===== src/rtl/stream_fifo_pkg.sv =====
// Shared definitions for the stream FIFO: depth limit and the parameter
// legality check used at elaboration.
package stream_fifo_pkg;

  localparam int STREAM_MAX_DEPTH_LOG2 = 8;

  function automatic bit stream_params_ok(int width, int depth_log2);
    return (width > 0) && (depth_log2 >= 1) && (depth_log2 <= STREAM_MAX_DEPTH_LOG2);
  endfunction

endpackage


===== src/rtl/stream_fifo.sv =====
// First-word-fall-through FIFO with valid/ready on both sides. Flags and
// level come from the registered pointers only, so there are no
// combinational paths from s_valid_i or m_ready_i.
module stream_fifo
  import stream_fifo_pkg::*;
#(
  parameter int WIDTH      = 8,
  parameter int DEPTH_LOG2 = 2
) (
  input  logic                  clk_i,
  input  logic                  rst_i,
  input  logic [WIDTH-1:0]      s_data_i,
  input  logic                  s_valid_i,
  output logic                  s_ready_o,
  output logic [WIDTH-1:0]      data_o,
  output logic                  m_valid_o,
  input  logic                  m_ready_i,
  output logic [DEPTH_LOG2:0]   level_o,
  output logic                  full_o,
  output logic                  empty_o
);

  localparam int DEPTH = 1 << DEPTH_LOG2;
  localparam int PW    = DEPTH_LOG2 + 1;

  generate
    if (!stream_params_ok(WIDTH, DEPTH_LOG2)) begin : g_param_err
      $error("stream_fifo: illegal WIDTH=%0d or DEPTH_LOG2=%0d", WIDTH, DEPTH_LOG2);
    end
  endgenerate

  logic [PW-1:0]         wr_ptr_q, wr_ptr_d;
  logic [PW-1:0]         rd_ptr_q, rd_ptr_d;
  logic [WIDTH-1:0]      mem_q [DEPTH];
  logic [WIDTH-1:0]      mem_d [DEPTH];
  logic [WIDTH-1:0]      last_q, last_d;
  logic [DEPTH_LOG2-1:0] wr_idx, rd_idx;
  logic                  full, empty, push, pop;

  assign wr_idx = wr_ptr_q[DEPTH_LOG2-1:0];
  assign rd_idx = rd_ptr_q[DEPTH_LOG2-1:0];
  assign empty  = (wr_ptr_q == rd_ptr_q);
  assign full   = ((wr_ptr_q ^ rd_ptr_q) == {1'b1, {DEPTH_LOG2{1'b0}}});
  assign push   = s_valid_i && !full;
  assign pop    = m_ready_i && !empty;

  always_comb begin
    mem_d    = mem_q;
    wr_ptr_d = wr_ptr_q;
    rd_ptr_d = rd_ptr_q;
    last_d   = last_q;
    if (push) begin
      mem_d[wr_idx] = s_data_i;
      wr_ptr_d      = wr_ptr_q + {{(PW-1){1'b0}}, 1'b1};
    end
    if (pop) begin
      rd_ptr_d = rd_ptr_q + {{(PW-1){1'b0}}, 1'b1};
      last_d   = mem_q[rd_idx];
    end
  end

  always_ff @(posedge clk_i) begin
    if (rst_i) begin
      wr_ptr_q <= '0;
      rd_ptr_q <= '0;
      last_q   <= '0;
      for (int i = 0; i < DEPTH; i++) mem_q[i] <= '0;
    end else begin
      wr_ptr_q <= wr_ptr_d;
      rd_ptr_q <= rd_ptr_d;
      last_q   <= last_d;
      mem_q    <= mem_d;
    end
  end

  // When drained, the head slot may hold stale data from an earlier lap,
  // so the last popped word is presented instead.
  assign data_o    = empty ? last_q : mem_q[rd_idx];
  assign level_o   = wr_ptr_q - rd_ptr_q;
  assign full_o    = full;
  assign empty_o   = empty;
  assign s_ready_o = !full;
  assign m_valid_o = !empty;

endmodule


===== config.mk =====
export PLATFORM = sky130hd
export DESIGN_NAME = stream_fifo
export DESIGN_NICKNAME = d
export VERILOG_FILES = /design/src/rtl/stream_fifo_pkg.sv /design/src/rtl/stream_fifo.sv
export SDC_FILE = /design/constraint.sdc
export NUM_CORES = 1
export LEC_CHECK = 0
export ABC_AREA = 1
export CELL_PAD_IN_SITES_DETAIL_PLACEMENT = 1
export CELL_PAD_IN_SITES_GLOBAL_PLACEMENT = 2
export CORE_MARGIN = 2
export CORE_UTILIZATION = 31
export DETAILED_ROUTE_END_ITERATION = 10
export PLACE_DENSITY_LB_ADDON = 0.1
export REMOVE_ABC_BUFFERS = 1
export SYNTH_ARGS = -nofsm -noshare
export SYNTH_HDL_FRONTEND = slang
export SYNTH_SLANG_ARGS = --single-unit

===== constraint.sdc =====
create_clock -name clk_i -period 2.55 [get_ports clk_i]
set_input_delay 0.3825 -clock clk_i [delete_from_list [all_inputs] [get_ports clk_i]]
set_output_delay 0.3825 -clock clk_i [all_outputs]
set_load 0.02 [all_outputs]

==> run notes, run 1 <==
Summary of the current implementation state.

- The total DRC errors in the routed layout is 0, for reference.
- According to the Yosys statistics, the synthesized design has a chip area of 2740 um2.
- In the global route stage, met1 resource usage came out at 23.0%.
- In this run the worst path has a maximum fanout of 20.
- The clock buffer instance count of the final layout is 7, for reference.
- The switching component of the power was reported as 0.840 mW.
- After technology mapping, the gate count stands at 425.
- The number of warning messages in the yosys log is 0, for reference.
- Sequential elements use 33.6% of the synthesized area.
- Setup repair after global routing left no endpoint under its margin.
- The area occupied by multi-input gates is 1310 um2, for reference.
- The power report puts the leakage power at 1.60 nW.
- The number of enable-type register cells in the synthesized netlist is 0, for reference.
- The cell at the root of the clock tree is sky130_fd_sc_hd__clkbuf_8, for reference.
- The script logs the ratio of routed vias to standard cells as 4.58.
- The vertical die size is 98.0 um, for reference.
- In the placement report, post-DP HPWL is listed as 5130 um.
- Entering global routing, the biggest net connects 38 pins.
- Across the run, the number of max-cap violations was 0.
- The last timing report of the flow puts the setup violation total at 0.
- Of the post-synthesis cell area, the dominant cell type holds 33.6%.
- The cell count listed in synth_stat.txt is 425, for reference.
- The first-pass GRT wire length is 12800 um, for reference.
- Yosys instantiated no cell more often than sky130_fd_sc_hd__nand2_1.
- The number of sinks handled by clock tree synthesis is 46, for reference.
- The count of pins over their slew limit is 0, for reference.
- Counting instances in the post-synthesis netlist gives the leading cell types as sky130_fd_sc_hd__nand2_1, sky130_fd_sc_hd__inv_1, sky130_fd_sc_hd__dfxtp_1.
- The minimum clock period after layout is 2350 ps, for reference.
- The global routing's busiest layer is met2, for reference.
- The overflow left after global routing is 0, for reference.
- The flow ran to the end, and the final reports show no timing, DRC or antenna violations.
-- run 1: flip-flops by register name, indices dropped and copies added, names as in the netlist --
signal	flops
last_q	8
mem_q	32
rd_ptr_q	3
wr_ptr_q	3
-- run 1: kinds of logic after synthesis --
kind of cell,Yosys count,share of synthesized area (%)
AOI/OAI and AO/OA,38,7.68
xor gates and xnor gates,3,0.960
adders and majority gates,8,3.93
buffers and inverters,120,18.4
DFF,46,33.6
and+or+nand+nor,210,35.4
-- run 1: what timing repair did --
item	CTS	global route
setup buffers	0	0
endpoints found under the setup margin	11	10
gates cloned	0	0
gates resized	11	18
-- run 1: worst paths after layout --
check              startpoint   endpoint  slack [ps]
hold / removal      mem_q[31]  mem_q[31]         520
setup / recovery  wr_ptr_q[0]  data_o[7]         200
setup reg to reg  wr_ptr_q[0]  mem_q[14]         250
hold reg to reg     mem_q[31]  mem_q[31]         520
-- run 1: critical path, stage by stage, from the launching register on --
cell and delay, ps:
sky130_fd_sc_hd__dfxtp_1 400, sky130_fd_sc_hd__inv_1 110, sky130_fd_sc_hd__ha_1 330, sky130_fd_sc_hd__nand2_1 80
sky130_fd_sc_hd__inv_1 50, sky130_fd_sc_hd__nand3_1 80, sky130_fd_sc_hd__buf_6 190, sky130_fd_sc_hd__nand2_1 70
sky130_fd_sc_hd__o21ai_1 60, sky130_fd_sc_hd__clkdlybuf4s15_1 310
-- run 1: per-stage QoR --
| step | util [%] | power [mW] | setup TNS (ps) |
|---|---|---|---|
| floorplan | - | 1.38 | -965 |
| finish | 36.5 | 2.15 | 0 |
| global route | 36.5 | 2.34 | 0 |
| CTS | 36.7 | 2.21 | 0 |
| global placement | 35.8 | 1.74 | 0 |
| detailed placement | 35.8 | 1.75 | 0 |
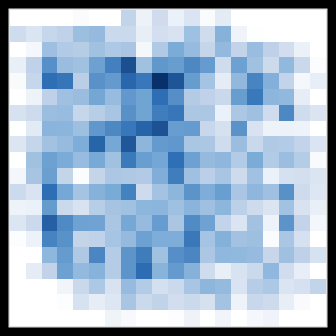
Run 1: routed metal per tile
The die is cut into 20 by 20 equal tiles; white is low, dark blue is high, scaled to the fullest tile. Values are wire area over tile area, all layers added.
nearly empty tiles: 14%
densest ninth of the die: center
tiles over half the peak: 21%
fullest tile: 0.38
overall fraction of global-route tracks in use: 16.7%
WL final: 7520 um
vias after detailed routing: 2537
routed wire length per instance: 13.6 um

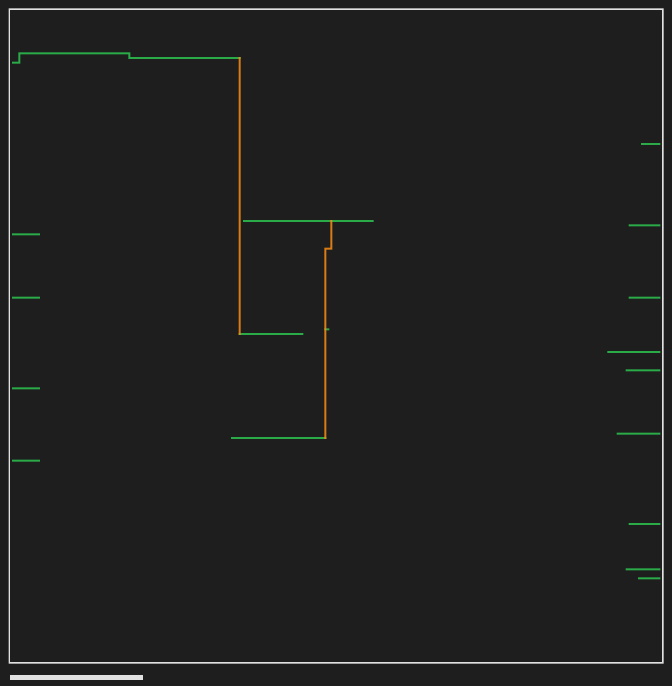
Run 1: wiring by layer
Bar = 20 um. Two of the layers only.
[green] M3 | wire length: 138 um
[orange] M4 | wire length: 75.0 um

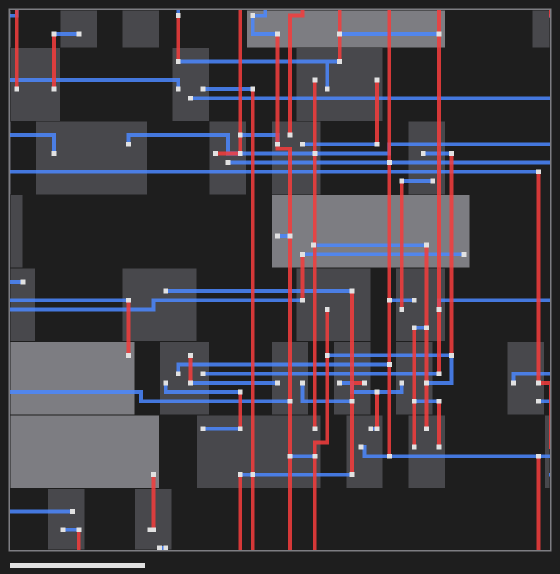
Run 1: layout detail
Bar = 5 um. Window x 63 to 83, y 63 to 83 um. Cells in gray, sequential cells in the stronger gray; small squares are vias.
[red] M2
[blue] M1
most frequent: inv_1 (5)
netlist names of flops here include: rd_ptr_q (3), mem_q (1)
cells with their middle in the window: 27
sequential cells in the window: 4

==> run 2, diff against run 1 <==
Settings changed: CAP_MARGIN set to 5.
==> run 2 against run 1 <==
Net effect:
- cell count is the same
- sequential share of layout area is the same
- first-iteration DRC count is the same
- critical path type unchanged
- critical endpoint unchanged
==> run notes, run 2 <==
Summary of the current implementation state.

- Status: finished clean (unchanged).
- The critical path's slowest cell is sky130_fd_sc_hd__dfxtp_1 (unchanged), for reference.
- The compound-cell area share of the yosys netlist was 7.67% (unchanged).
- The overflow left after global routing is 0 (unchanged), for reference.
- The most common cell in the synthesized netlist was sky130_fd_sc_hd__nand2_1 (unchanged).
- Unrepaired setup endpoints after global routing: no (unchanged).
- The power spent charging and discharging nets is 0.840 mW (unchanged), for reference.
- The mean area per synthesized cell is 6.44 um2 (unchanged), for reference.
- The largest fanout on the critical path is 20 (unchanged), for reference.
- The synthesized-area fraction occupied by adder cells is 3.93% (unchanged).
- The post-detailed-route wirelength per cell was 13.6 um (unchanged).
- The total vias in the final route is 2537 (unchanged), for reference.
- Most used standard cells in the synthesized netlist: sky130_fd_sc_hd__nand2_1, sky130_fd_sc_hd__inv_1, sky130_fd_sc_hd__dfxtp_1 (unchanged).
- The number of distinct library cell variants in the gate-level netlist after synthesis is 25 (unchanged), for reference.
- The final number of setup-violating endpoints is 0 (unchanged), for reference.
- The post-CTS setup repair buffer count is 0 (unchanged), for reference.
- The fraction of synthesized cell area taken by the top area cell type came to 33.6% (unchanged).
- The largest net degree at the start of global routing was 38 (unchanged).
- The register with the most flip-flops is mem_q (unchanged).
- The vias per cell is 4.58 (unchanged), for reference.
- The first-pass GRT wire length is 12800 um (unchanged).
- The flip-flop count of the largest register, all copies and words added is 32 (unchanged), for reference.
- The minimum clock period after layout is 2350 ps (unchanged).
- The largest stage delay on the critical path is 400 ps (about the same).
- The leakage power of the design is 1.60 nW (unchanged), for reference.
- The cell count listed in synth_stat.txt came to 425 (unchanged).
- The global-route total usage across every layer is 16.7% (unchanged), for reference.
- The xor-xnor portion of the synthesized cell area came to 0.959% (unchanged).
- The number of sinks handled by clock tree synthesis is 46 (unchanged), for reference.
- The top logic cell family in the synthesized netlist is simple AND/OR/NAND/NOR gates (unchanged).
- The post-synthesis chip area from yosys is 2740 um2 (unchanged), for reference.
- The sequential fraction of the synthesis area came to 33.6% (unchanged).
- The vertical die size is 98.0 um (unchanged), for reference.
- The final HPWL from detailed placement is 5130 um (unchanged).
- The total of max-cap violations came to 0 (unchanged).
- The area occupied by multi-input gates was 1310 um2 (unchanged).
- Leading registers by flop count: mem_q (32), last_q (8) (unchanged).
- The total DRC errors in the routed layout is 0 (unchanged), for reference.
- The simple-gate area share of the yosys netlist is 35.4% (unchanged).
- The final-layout setup total negative slack is 0 ps (unchanged), for reference.
- The total power after layout is 2.15 mW (unchanged).
- The number of warning messages in the yosys log is 0 (unchanged), for reference.
## run 2: layer usage
metal  GRT usage, %  up-vias  wire (um)  share of wire [%]
met5              0        -          0                  0
met3           2.36        5        137                1.8
li1               -     1322          -                  -
met4           3.53        0         75                1.0
met1           23.0     1192       3880                 52
met2           27.8       18       3420                 46
## run 2: what timing repair did
item	CTS	global route
gates cloned	0	0
setup endpoints to repair	11	10
gates resized	11	18
hold buffers	0	0
## run 2: layout make-up
cell class / instances / area share [%]
multi-input cells: 259 / 41.7
inverters: 94 / 11.2
well taps: 108 / 4.28
clock inverters: 1 / 0.159
repair buffers: 39 / 10.8
flip-flops and latches: 46 / 29.2
clock buffers: 7 / 2.74
## run 2: path summary, 6_finish.rpt
kind	endpoint	depth (start not counted)	slack [ps]	startpoint
max reg2reg	mem_q[14]	10	250	wr_ptr_q[0]
min reg2reg	mem_q[31]	4	520	mem_q[31]
min	mem_q[31]	4	520	mem_q[31]
max	data_o[7]	9	200	wr_ptr_q[0]
## run 2: power groups by stage
| stage | clock (mW) | combinational (mW) | sequential [mW] |
|---|---|---|---|
| finish | 0.480 | 0.850 | 0.818 |
| global placement | 0 | 0.904 | 0.834 |
| detailed placement | 0 | 0.919 | 0.836 |
| CTS | 0.518 | 0.873 | 0.819 |
| floorplan | 0 | 0.524 | 0.856 |
| global route | 0.533 | 0.980 | 0.827 |
## run 2: worst max-delay path: cells and delay by family (launching register included)
kind	cells	cell delay, ps
flops	1	400
buf+inv	4	660
simple gates	3	230
fa+ha+maj	1	330
compound gates	1	60
## run 2: metrics by stage
stage,cells,hold WS [ps],util [%],setup slack (ps)
2_1_floorplan,399,452,-,-124
5_1_grt,554,550,36.5,5.45
4_1_cts,554,526,36.7,36.3
3_3_place_gp,546,500,35.8,241
3_5_place_dp,546,509,35.8,143
6_report,554,520,36.5,196
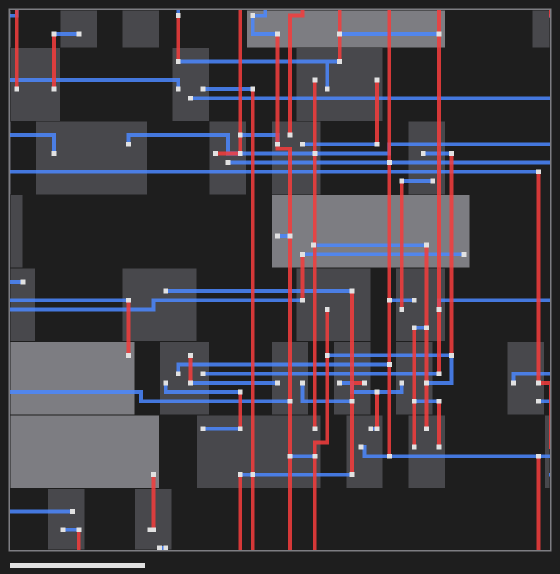
Run 2: layout detail
Bar = 5 um. Window x 63 to 83, y 63 to 83 um. Cells in gray, sequential cells in the stronger gray; small squares are vias.
[blue] M1
[red] M2
cells with their middle in the window: 27
most frequent: inv_1 (5)
sequential cells in the window: 4
netlist names of flops here include: rd_ptr_q (3), mem_q (1)

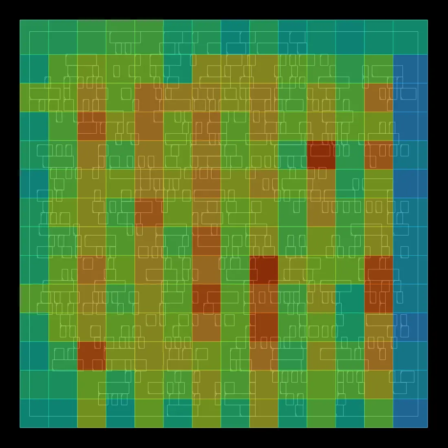
Run 2: track usage over the die
met3 capacity usage during global routing: 2.36%
most heavily used metal layer in global routing: met2

No activity file was given, so power comes from the tool's default toggle rates.
